File: config.mk
export PLATFORM = sky130hd
export DESIGN_NAME = stream_demux4
export DESIGN_NICKNAME = d
export VERILOG_FILES = /design/src/rtl/stream_demux4.sv
export SDC_FILE = /design/constraint.sdc
export NUM_CORES = 1
export LEC_CHECK = 0
export CAP_MARGIN = 20
export CORE_MARGIN = 5
export CORE_UTILIZATION = 50
export DETAILED_ROUTE_END_ITERATION = 10
export HOLD_SLACK_MARGIN = 0.02
export PLACE_DENSITY_LB_ADDON = 0.1
export SLEW_MARGIN = 20
export SYNTH_ARGS = -nofsm -noshare
export SYNTH_HDL_FRONTEND = slang
export SYNTH_SLANG_ARGS = --single-unit
export TNS_END_PERCENT = 50
File: constraint.sdc
create_clock -name CLK -period 3.8 [get_ports CLK]
set_input_delay 0.57 -clock CLK [delete_from_list [all_inputs] [get_ports CLK]]
set_output_delay 0.57 -clock CLK [all_outputs]
set_load 0.03 [all_outputs]
File: src/rtl/stream_demux4.sv
// stream_demux4: buffered 1-to-4 stream demultiplexer.
// One producer stream is routed to four lanes, each with its own FIFO.
module stream_demux4 #(
  parameter int WIDTH = 32,
  parameter int DEPTH = 2
) (
  input  logic             CLK,
  input  logic             RST_N,
  input  logic             Flush,
  input  logic [1:0]       Src,
  input  logic [WIDTH-1:0] InData,
  input  logic             InValid,
  output logic             InReady,
  output logic [WIDTH-1:0] OutData0,
  output logic [WIDTH-1:0] OutData1,
  output logic [WIDTH-1:0] OutData2,
  output logic [WIDTH-1:0] OutData3,
  output logic [3:0]       OutValid,
  input  logic [3:0]       OutReady,
  output logic [$clog2(DEPTH):0] Count0,
  output logic [$clog2(DEPTH):0] Count1,
  output logic [$clog2(DEPTH):0] Count2,
  output logic [$clog2(DEPTH):0] Count3,
  output logic             Busy
);

  localparam int AW = $clog2(DEPTH);
  localparam int CW = AW + 1;
  localparam logic [CW-1:0] FULL = CW'(DEPTH);

  logic [WIDTH-1:0] mem_q  [4][DEPTH];
  logic [AW-1:0]    wptr_q [4];
  logic [AW-1:0]    rptr_q [4];
  logic [CW-1:0]    cnt_q  [4];

  logic [3:0] push_d;
  logic [3:0] pop_d;
  logic [WIDTH-1:0] head [4];

  // A full lane refuses input even if it is being drained this cycle.
  assign InReady = !Flush && (cnt_q[Src] != FULL);

  // Per-lane push/pop strobes and head data (zero when empty).
  always_comb begin
    push_d = '0;
    pop_d  = '0;
    for (int i = 0; i < 4; i++) begin
      OutValid[i] = (cnt_q[i] != '0);
      push_d[i]   = InValid && InReady && (Src == 2'(i));
      pop_d[i]    = OutValid[i] && OutReady[i];
      head[i]     = OutValid[i] ? mem_q[i][rptr_q[i]] : '0;
    end
  end

  assign OutData0 = head[0];
  assign OutData1 = head[1];
  assign OutData2 = head[2];
  assign OutData3 = head[3];
  assign Count0   = cnt_q[0];
  assign Count1   = cnt_q[1];
  assign Count2   = cnt_q[2];
  assign Count3   = cnt_q[3];
  assign Busy     = |OutValid;

  // All lane storage, pointers and occupancy; flush beats push and pop.
  always_ff @(posedge CLK or negedge RST_N) begin
    if (!RST_N) begin
      for (int i = 0; i < 4; i++) begin
        wptr_q[i] <= '0;
        rptr_q[i] <= '0;
        cnt_q[i]  <= '0;
        for (int j = 0; j < DEPTH; j++) mem_q[i][j] <= '0;
      end
    end else if (Flush) begin
      for (int i = 0; i < 4; i++) begin
        wptr_q[i] <= '0;
        rptr_q[i] <= '0;
        cnt_q[i]  <= '0;
      end
    end else begin
      for (int i = 0; i < 4; i++) begin
        if (push_d[i]) begin
          mem_q[i][wptr_q[i]] <= InData;
          wptr_q[i] <= wptr_q[i] + 1'b1;
        end
        if (pop_d[i]) rptr_q[i] <= rptr_q[i] + 1'b1;
        unique case ({push_d[i], pop_d[i]})
          2'b10:   cnt_q[i] <= cnt_q[i] + 1'b1;
          2'b01:   cnt_q[i] <= cnt_q[i] - 1'b1;
          default: cnt_q[i] <= cnt_q[i];
        endcase
      end
    end
  end

endmodule
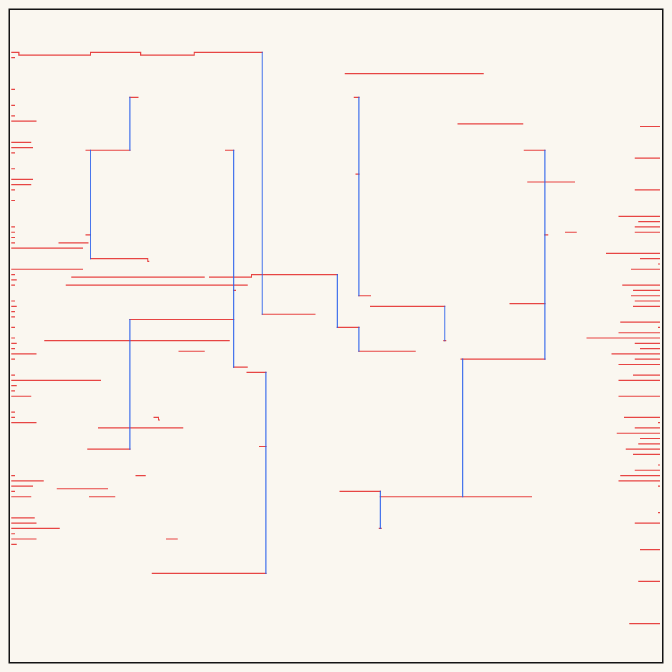
**Above:** metal layers overlaid.
Only two layers are drawn.
layer	colour	wire length
M4	blue	428 microns
M3	red	1100 microns
routed length per instance: 20.16 microns
DRT Wirelength: 29510 microns
vias post-DR: 7845
GRT Total Usage: 21.07%

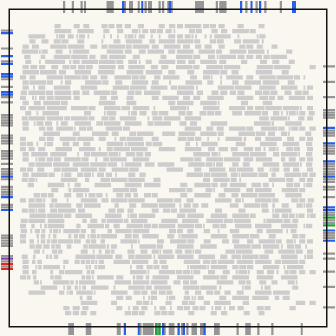
**Above:** pin placement.
Pins as bars across the die edge, other pins in grey.
port	colour	pins	direction	edge
OutValid	green	4	output	2 right, 2 bottom
Count3	red	2	output	left
InData	blue	32	input	10 left, 8 top, 8 right, 6 bottom
InValid	purple	1	input	left
all pins by edge	52 left, 46 right, 45 bottom, 41 top
DIE WIDTH: 167.6 microns
height of the die: 167.6 microns
Port-buffer cells: 183

==> run summary <==
run metrics: Main synth FF type=dfrtp_1, CP Capture Type=primary output, reg2reg end=mem_q[83]$_DFFE_PN0P_, CTS buffer count=28, CTS tree=built, core area=24390 sq um, inverters=5, Worst-path clk slew=0.06 ns, H-Tree Depth=1, Non-Clock Buffer Count=211, Register Area=6812 sq um, max_slew headroom=27.38%, hold_buf cts=1, nets=1160, Flop pwr share=46.3%, Initial Util=50.94%, Ys Warns=0, Hold/Removal Path Class=reg -> reg, setup slack, reg-to-reg=1.37 ns, Biggest Area Class=flip-flops and latches, Power Combinational=1260 uW, setup violators final=0, most frequent cell after synthesis=dfrtp_1, crit path kind=reg -> out, GRT overflow=0, Clock Latency Late Sink=0.53 ns, crit-path max FO=17, clock root buffer=clkbuf_16, status=finished, final reports clean, Synth Seq Share=54.78%, post-layout period usage of the worst path=85.61%, Overall Power=7716 uW, worst hold stages=1, clock tree buffer depth=3, WP data required=3.23 ns, combinational share of cell area=34.24%, Final WS setup=0.5468 ns, number of top-level pins=184, r2r worst-path depth=3, Setup crit start kind=flip-flop, FF+latch count=272, Clock group=2880 uW, clock network share of area=6.312%, worst hold margin=0.4825 ns, largest net degree at the start of global routing=76, Mean Syn Cell Area=13.23 sq um, worst hold start=mem_q[62]$_DFFE_PN0P_, Min-Delay Endpoint=mem_q[62]$_DFFE_PN0P_, top power group=registers, Max Fclk=307.4 MHz, Die ar.=28100 sq um, CTS sink count=272, top cells by count=dfrtp_1 (272), mux2_1 (226), nor2_1 (140), mux2i_1 (128), clkbuf_1 (34), Clock buffer cells=43, logic area=5361 sq um, residual DRC count=0, buffering overhead=13.25%, commonest non-fill, non-tap cells in the layout=dfrtp_1 (268), mux2_1 (226), clkdlybuf4s50_1 (182), n_diodes=0, final non-filler cell total=1464, LEAKAGE=0.006919 uW, first-pass GRT wire length=47700 microns, max-slew violations=0, Post-synth EDFFs=0, Comb gates=600, final-report hold violation count=0, Cells after Synth=939, area leader, netlist=dfrtp_1, DP Area=14660 sq um, layout cells sized above 1=11.14%, area added between synthesis and finish=26.03%, tap cell count=324, YS chip area=12430 sq um, Final Skew=0.01210 ns
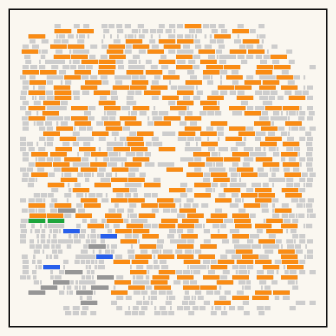
**Above:** sequential cells coloured by netlist name.
Other sequential cells in the stronger grey, the rest of the logic in the fainter grey.
signal	colour	flops
wptr_q	blue	4
Count1	green	2
mem_q	orange	256
final core utilization: 64.20%
flop share of the area: 43.50%
Flop+latch power: 3570 uW

[kinds of logic after synthesis]
group                  count (synthesis)  synth area share [%]
buffers and inverters                 67                 2.457
AND-OR/OR-AND                         25                 1.238
XOR/XNOR                               4                0.2819
flip-flops                           272                 54.78
AND/OR/NAND/NOR                      186                 6.646
multiplexers                         385                 34.60
[registers in the layout, summed over array words and instances, names as in the netlist]
name,count
mem_q,256
rptr_q,4
wptr_q,4
Count0,2
Count1,2
Count2,2
Count3,2
[critical path: stages, from the launching register on]
cell and delay [ns]:
dfrtp_2 0.76, buf_4 0.40, mux2i_1 0.14, nor2_1 0.15, clkdlybuf4s50_1 0.69
[routing by layer]
metal,track usage (%),wire (microns),up-vias
li1,-,-,3644
met5,0,0,-
met4,3.352,427,0
met1,30.41,14040,4006
met2,34.80,13940,161
met3,3.112,1101,34
Power is estimated from default activity; no workload was simulated.
